===== src/rtl/uart_receiver.sv =====
// UART receive path: 16x-oversampled deserialiser with parity/stop checks, FWFT RX FIFO
// and detection of a remote configuration request (line held low for 10 ms).
module uart_receiver #(
  parameter int CLK_FREQ_HZ = 100_000_000,
  parameter int FIFO_DEPTH  = 8
) (
  input  logic       clk_i,
  input  logic       rst_n_i,
  input  logic       ov_baud_rt_i,
  input  logic       rx_i,
  input  logic [1:0] data_width_i,
  input  logic [1:0] stop_bits_number_i,
  input  logic [1:0] parity_mode_i,
  input  logic       rx_fifo_read_i,
  output logic [7:0] data_rx_o,
  output logic       rx_fifo_empty_o,
  output logic       rx_fifo_full_o,
  output logic       rx_done_o,
  output logic       parity_error_o,
  output logic       frame_error_o,
  output logic       overrun_error_o,
  output logic       config_req_slv_o
);

  // state  | meaning
  // IDLE   | line idle, waiting for a falling edge
  // START  | qualifying the start bit at its centre
  // DATA   | sampling data bits LSB first
  // PARITY | sampling the parity bit
  // STOP   | sampling one or two stop bits
  // BREAK  | stop bit was low, waiting for the line to return high
  typedef enum logic [2:0] {S_IDLE, S_START, S_DATA, S_PARITY, S_STOP, S_BREAK} state_t;

  localparam int COUNT_10MS = CLK_FREQ_HZ / 100;
  localparam int LCW        = $clog2(COUNT_10MS + 1);
  localparam int AW         = $clog2(FIFO_DEPTH);
  localparam logic [LCW-1:0] LOW_MAX  = LCW'(COUNT_10MS);
  localparam logic [LCW-1:0] LOW_LAST = LCW'(COUNT_10MS - 1);
  localparam logic [AW:0]    PTR_ONE  = (AW+1)'(1);

  state_t       r_state;
  logic         r_rx_meta, r_rx_s;
  logic [3:0]   r_cnt;
  logic [2:0]   r_bit_idx, r_last_idx;
  logic [7:0]   r_shreg;
  logic         r_two_stop, r_second_stop, r_par_en, r_odd, r_perr;
  logic         r_rx_done, r_par_err, r_frame_err;
  logic [LCW-1:0] r_low_cnt;
  logic         r_cfg_req;
  logic [7:0]   r_mem [FIFO_DEPTH];
  logic [AW:0]  r_wptr, r_rptr;
  logic         w_empty, w_full, w_rd, w_wr;

  always_ff @(posedge clk_i) begin
    if (!rst_n_i) begin
      r_rx_meta <= 1'b1;
      r_rx_s    <= 1'b1;
    end else begin
      r_rx_meta <= rx_i;
      r_rx_s    <= r_rx_meta;
    end
  end

  always_ff @(posedge clk_i) begin
    if (!rst_n_i) begin
      r_state       <= S_IDLE;
      r_cnt         <= 4'd0;
      r_bit_idx     <= 3'd0;
      r_last_idx    <= 3'd7;
      r_shreg       <= 8'h00;
      r_two_stop    <= 1'b0;
      r_second_stop <= 1'b0;
      r_par_en      <= 1'b0;
      r_odd         <= 1'b0;
      r_perr        <= 1'b0;
      r_rx_done     <= 1'b0;
      r_par_err     <= 1'b0;
      r_frame_err   <= 1'b0;
    end else begin
      r_rx_done   <= 1'b0;
      r_par_err   <= 1'b0;
      r_frame_err <= 1'b0;
      case (r_state)
        S_IDLE: begin
          if (!r_rx_s) begin
            r_state <= S_START;
            r_cnt   <= 4'd0;
          end
        end
        S_START: begin
          if (ov_baud_rt_i) begin
            if (r_cnt == 4'd7) begin
              r_cnt <= 4'd0;
              if (!r_rx_s) begin
                // frame configuration is frozen here for the whole frame
                r_state       <= S_DATA;
                r_last_idx    <= {1'b0, data_width_i} + 3'd4;
                r_two_stop    <= (stop_bits_number_i == 2'b01);
                r_par_en      <= ~parity_mode_i[1];
                r_odd         <= parity_mode_i[0];
                r_bit_idx     <= 3'd0;
                r_shreg       <= 8'h00;
                r_second_stop <= 1'b0;
                r_perr        <= 1'b0;
              end else begin
                r_state <= S_IDLE;
              end
            end else begin
              r_cnt <= r_cnt + 4'd1;
            end
          end
        end
        S_DATA: begin
          if (ov_baud_rt_i) begin
            r_cnt <= r_cnt + 4'd1;
            if (r_cnt == 4'd15) begin
              r_shreg[r_bit_idx] <= r_rx_s;
              r_bit_idx          <= r_bit_idx + 3'd1;
              if (r_bit_idx == r_last_idx)
                r_state <= r_par_en ? S_PARITY : S_STOP;
            end
          end
        end
        S_PARITY: begin
          if (ov_baud_rt_i) begin
            r_cnt <= r_cnt + 4'd1;
            if (r_cnt == 4'd15) begin
              r_perr  <= (^r_shreg) ^ r_rx_s ^ r_odd;
              r_state <= S_STOP;
            end
          end
        end
        S_STOP: begin
          if (ov_baud_rt_i) begin
            r_cnt <= r_cnt + 4'd1;
            if (r_cnt == 4'd15) begin
              if (!r_rx_s) begin
                r_frame_err <= 1'b1;
                r_state     <= S_BREAK;
              end else if (r_two_stop && !r_second_stop) begin
                r_second_stop <= 1'b1;
              end else begin
                // return to IDLE mid-stop so the next falling edge is caught promptly
                r_rx_done <= 1'b1;
                r_par_err <= r_perr;
                r_state   <= S_IDLE;
              end
            end
          end
        end
        S_BREAK: begin
          if (r_rx_s) r_state <= S_IDLE;
        end
        default: r_state <= S_IDLE;
      endcase
    end
  end

  always_ff @(posedge clk_i) begin
    if (!rst_n_i) begin
      r_low_cnt <= '0;
      r_cfg_req <= 1'b0;
    end else begin
      r_cfg_req <= 1'b0;
      if (r_rx_s) begin
        r_low_cnt <= '0;
      end else if (r_low_cnt != LOW_MAX) begin
        r_low_cnt <= r_low_cnt + LCW'(1);
        if (r_low_cnt == LOW_LAST) r_cfg_req <= 1'b1;
      end
    end
  end

  // the received word stays in r_shreg for the cycle rx_done_o is high; it is written then
  assign w_empty = (r_wptr == r_rptr);
  assign w_full  = (r_wptr[AW] != r_rptr[AW]) && (r_wptr[AW-1:0] == r_rptr[AW-1:0]);
  assign w_rd    = rx_fifo_read_i & ~w_empty;
  assign w_wr    = r_rx_done & (~w_full | w_rd);

  always_ff @(posedge clk_i) begin
    if (!rst_n_i) begin
      r_wptr <= '0;
      r_rptr <= '0;
    end else begin
      if (w_wr) r_wptr <= r_wptr + PTR_ONE;
      if (w_rd) r_rptr <= r_rptr + PTR_ONE;
    end
  end

  always_ff @(posedge clk_i) begin
    if (w_wr) r_mem[r_wptr[AW-1:0]] <= r_shreg;
  end

  assign data_rx_o        = w_empty ? 8'h00 : r_mem[r_rptr[AW-1:0]];
  assign rx_fifo_empty_o  = w_empty;
  assign rx_fifo_full_o   = w_full;
  assign rx_done_o        = r_rx_done;
  assign parity_error_o   = r_par_err;
  assign frame_error_o    = r_frame_err;
  assign overrun_error_o  = r_rx_done & w_full & ~rx_fifo_read_i;
  assign config_req_slv_o = r_cfg_req;

endmodule

===== config.mk =====
export PLATFORM = sky130hd
export DESIGN_NAME = uart_receiver
export DESIGN_NICKNAME = d
export VERILOG_FILES = /design/src/rtl/uart_receiver.sv
export SDC_FILE = /design/constraint.sdc
export NUM_CORES = 1
export LEC_CHECK = 0
export ABC_AREA = 1
export CORE_MARGIN = 2
export CORE_UTILIZATION = 55
export CTS_CLUSTER_DIAMETER = 100
export DETAILED_ROUTE_END_ITERATION = 10
export PLACE_DENSITY = 0.76
export SYNTH_ARGS = -nofsm -noshare
export SYNTH_HDL_FRONTEND = slang
export SYNTH_SLANG_ARGS = --single-unit
export TNS_END_PERCENT = 30

===== constraint.sdc =====
create_clock -name clk_i -period 1.84 [get_ports clk_i]
set_input_delay 0.184 -clock clk_i [delete_from_list [all_inputs] [get_ports clk_i]]
set_output_delay 0.184 -clock clk_i [all_outputs]
set_load 0.05 [all_outputs]

**Clock wiring as the flow saved it**

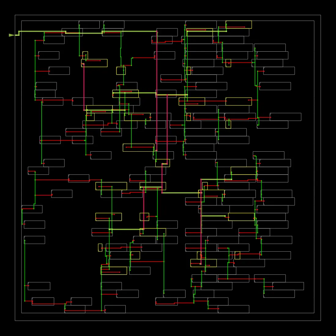
power dissipated in the clock network: 3.08 mW
skew final: 0.00565 ns
total clock sinks: 126
Clock Buffer Count: 21

**Floorplan with the power grid**

Pins as bars on the die edge.
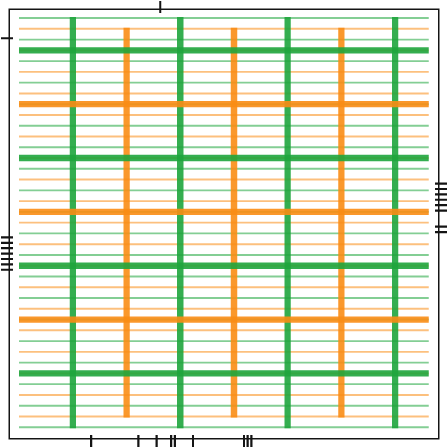
VDD: in orange. VSS: in green.
The core has 38 rows. 26 signal pins sit on the boundary.

**Register map, names as in the netlist**

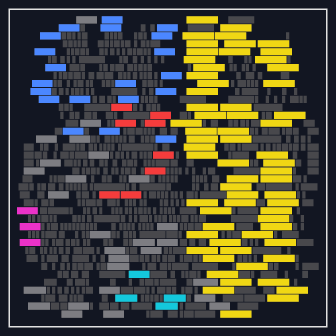
r_low_cnt: in blue, sequential cells 20. r_rptr: in cyan, sequential cells 4, where bottom middle. r_state: in magenta, sequential cells 3. r_mem: in yellow, sequential cells 64. r_shreg: in red, sequential cells 8, where middle.
Another 27 sequential cells are not colored.
sequential cell area in the final layout: 3180 µm²
register fraction of the total cell area: 0.421

**Close-up of the layout**

Window x 2 to 52, y 56 to 106 µm. Cells in gray, sequential cells in the stronger gray; small squares are vias.
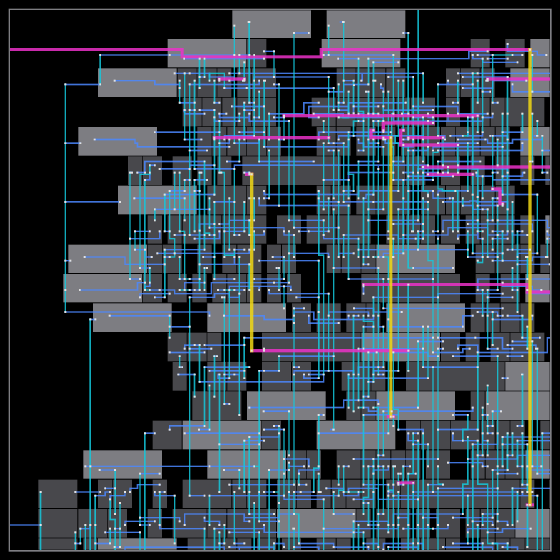
M1: in blue. M4: in yellow. M3: in magenta. M2: in cyan.
213 logic cells have their middle in the window. Most frequent: nand2_1 (41), inv_1 (32), a21oi_1 (26). Sequential cells in the window: 24. Netlist names of flops here include r_low_cnt (15), r_shreg (4), r_bit_idx (3).

**Gate families picked out**

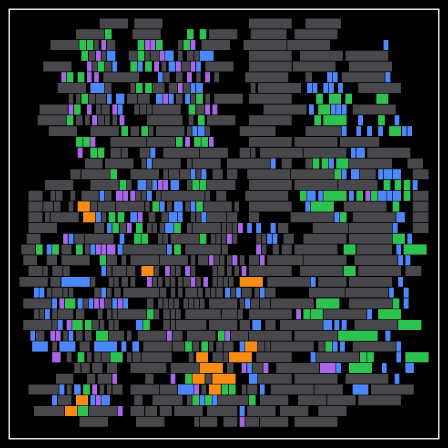
xor and xnor cells: in orange, cells 13. inv cells: in purple, cells 73. nor cells: in blue, cells 152, where all over the die. aoi and oai cells: in green, cells 110, where all over the die.
most numerous logic cell after layout: nand2_1
fraction of standard cell area in multi-input logic: 0.345
Post-Layout Cell Count: 936

[cells in the mapped netlist (all sizes together)]
cell type  count  area (µm²)
a211oi         1        7.51
a21oi         41         205
and2           1        6.26
buf            6        53.8
clkbuf        15        56.3
clkinv         1        5.00
dfxtp         62        1240
edfxtp        64        1920
ha             6        75.1
inv           72         275
mux2i          1        10.0
nand2        150         583
nand3         44         225
nand3b         5        37.5
nand4          9        56.3
nor2         139         566
nor3          11        76.3
nor4           2        12.5
o211ai         2        15.0
o21ai         50         254
o32ai         16         140
or2            4        25.0
xnor2          8        70.1
xor2           5        43.8
[power by group]
part | leakage (nW) | internal (mW) | switching (mW)
sequential | 1.14 | 3.03 | 0.129
clock | 0.269 | 1.92 | 1.16
combinational | 1.61 | 0.670 | 1.08
==> results_slide.txt <==
Implementation Results

Timing
  • Part of the cycle the worst path needs: 1.13
  • Achievable Freq: about 0.48 GHz
  • Period minus WS final: ~2.1 ns
  • Min setup slack post-route: -0.247 ns
  • Final setup violation count: 10
  • Final-report max-slew violation count: 0
  • Worst slew margin: 0.655
  • Number of hold violations in the final report: 0
  • Sum of negative setup slack: -1.89 ns
  • Transition time at the pin with the least slew margin: a little over 0.5 ns
  • Post-route worst hold slack: about 0.21 ns
  • Setup repair after global routing missed its margin: yes

Setup path
  • Number of gates on the worst path with buffers counted: 8
  • Type of the worst setup path: flop to output pin
  • Worst r2r path cells: 8
  • Ordered cell list for the critical path: inv_8 -> buf_12 -> buf_16 -> nor2_1 -> o32ai_2 -> o21ai_1 -> nor2_2 -> buf_6
  • Flop-to-flop setup slack: about 0.12 ns
  • Worst path slowest cell: dfxtp_4
  • Maximum fanout along the worst path: 16
  • Data arrival time at the worst-slack endpoint: between 1.5 and 2 ns
  • Setup crit end kind: output pin
  • Capture instance of the worst register-to-register path: r_mem[2][4]
  • Capturing element of the worst setup path: data_rx_o[5]
  • Top Family by Delay on Critical Path: buffers and inverters
  • Buffer and inverter count on the worst path: 4
  • Largest stage delay on the critical path: around 0.4 ns
  • Reg2Reg Launch Point: r_rptr[0]

Global routing
  • Met1 track demand over resource: 0.288
  • Global router's overall resource usage: 0.250
  • Number of global-route vias before repair: between 4000 and 5000
  • Number of antenna violations at the first check in global routing: 0
  • GR met2 Demand/Resource: 0.446
  • Total gr overflow: 0
  • Wire length of the first global-routing pass: 22500 µm
  • Global route hottest layer: met2
  • Pin count of the biggest net entering global routing: 33

Clock tree
  • Number of buffers added by the clock tree synthesis step: 17
  • Insertion delay of the later-clocked pin in the worst-skew pair: about 0.51 ns
  • Bufs on Longest Clock Path: 2
  • Hold buffer count at cts: 0
  • Number of post-CTS setup repair buffers: 1
  • Clock root buffer: clkbuf_8
  • Post-CTS Resized: slightly below 50
  • CTS tree: built
  • Clock transition at the registers of the reported paths: 0.06 ns

Floorplan
  • Placeable core area: 10700 µm²
  • Cell row count: 38
  • # Taps: between 100 and 150
  • Area enclosed by the die boundary: between 10000 and 15000 µm²
  • Die height: 108 µm
  • Width of the die: 108 µm
  • Top-level port count: 26

Layout
  • Layout multi-input combinational cell count: approximately 500
  • Count of plain and timing-repair buffers: about 70
  • Antenna diodes: 0
  • Non-clk invs: 73
  • Number of flip-flops in the largest register: roughly 64
  • Biggest cell category by area in the final layout: flip-flops and latches
  • Layout cell share with drive strength beyond 1: 0.196
  • Clock buf/inv share: 0.0727
  • Data-path buffer share of cell area in the final layout: 0.0996
  • Signed area change from the synthesized netlist to the final layout: 26.4%
  • Sequential cell count of the final layout: roughly 130
  • FILL cells: 816
  • Most numerous logic cells after layout: nand2_1 (144), nor2_1 (115), inv_1 (66), edfxtp_1 (64), dfxtp_1 (54)
  • Combinational gate area: about 2600 µm²
  • # nets final: 800
  • Final Core Density: 0.705

Detailed routing
  • Routed met2 length: 7450 µm
  • Wire length the detailed router placed on met1: about 5800 µm
  • Number of antenna-violating nets in the routed design: 0
  • Via total after detailed routing: about 5000
  • # DRC: 0
  • Wire length reported by the detailed router: between 10000 and 15000 µm
  • Number of iterations in the first detailed-routing pass: 5
  • Mean number of vias per cell: about 5.5
  • Highest metal layer used by the detailed router: met4
  • Detailed-route wire length per cell: 15.1 µm
  • Routed wire length on met3: around 580 µm

Logic synthesis
  • Multiplexer share: 0.00168
  • Number of nets at floorplan: around 730
  • Chip Area, Yosys: around 6000 µm²
  • Main kind of combinational logic by area: simple AND/OR/NAND/NOR gates
  • Synth Area in Adders: 0.0126
  • Cell variety after synth: 38
  • Combined area of all synthesized cells: around 6000 µm²
  • Number of cells in Yosys stat: around 720
  • Share of the synthesized netlist area taken by xor and xnor gates: 0.0191
  • Compound Share, Synth: 0.104
  • Synth Warn #: 0
  • Sequential share of the synthesized area: 0.531
  • Simple-gate area share of the yosys netlist: 0.266
  • Synthesized instance count: 715
  • Average cell area after synthesis: 8.34 µm²

Power
  • Static Leak: about 3.0 nW
  • P per Cell Area: between 1000 and 1500 nW/µm²
  • Overall Power: about 8.0 mW
  • Peak VDD IR: 0.952 mV

Hold path
  • Launch point of the worst hold path: parity_mode_i[1]
  • Worst hold path endpoint: r_par_en
  • Number of instances on the worst hold path: 2

Status
  • Violations in the final reports: negative setup slack
  • Status: finished with violations

Place
  • Cells after DPL: approximately 900
  • Detail Placement HPWL: ~9400 µm
  • Placer congestion estimate: approximately 0.9
  • Pre-CTS setup slack: 0.0235 ns
  • Count of buffers inserted at the top-level ports: 25
  • Instance area after placement: between 6000 and 7000 µm²

Job
  • Warning total across the stage logs: 30
  • Count of max-cap constraint violations: 0
Power is estimated from default activity; no workload was simulated.
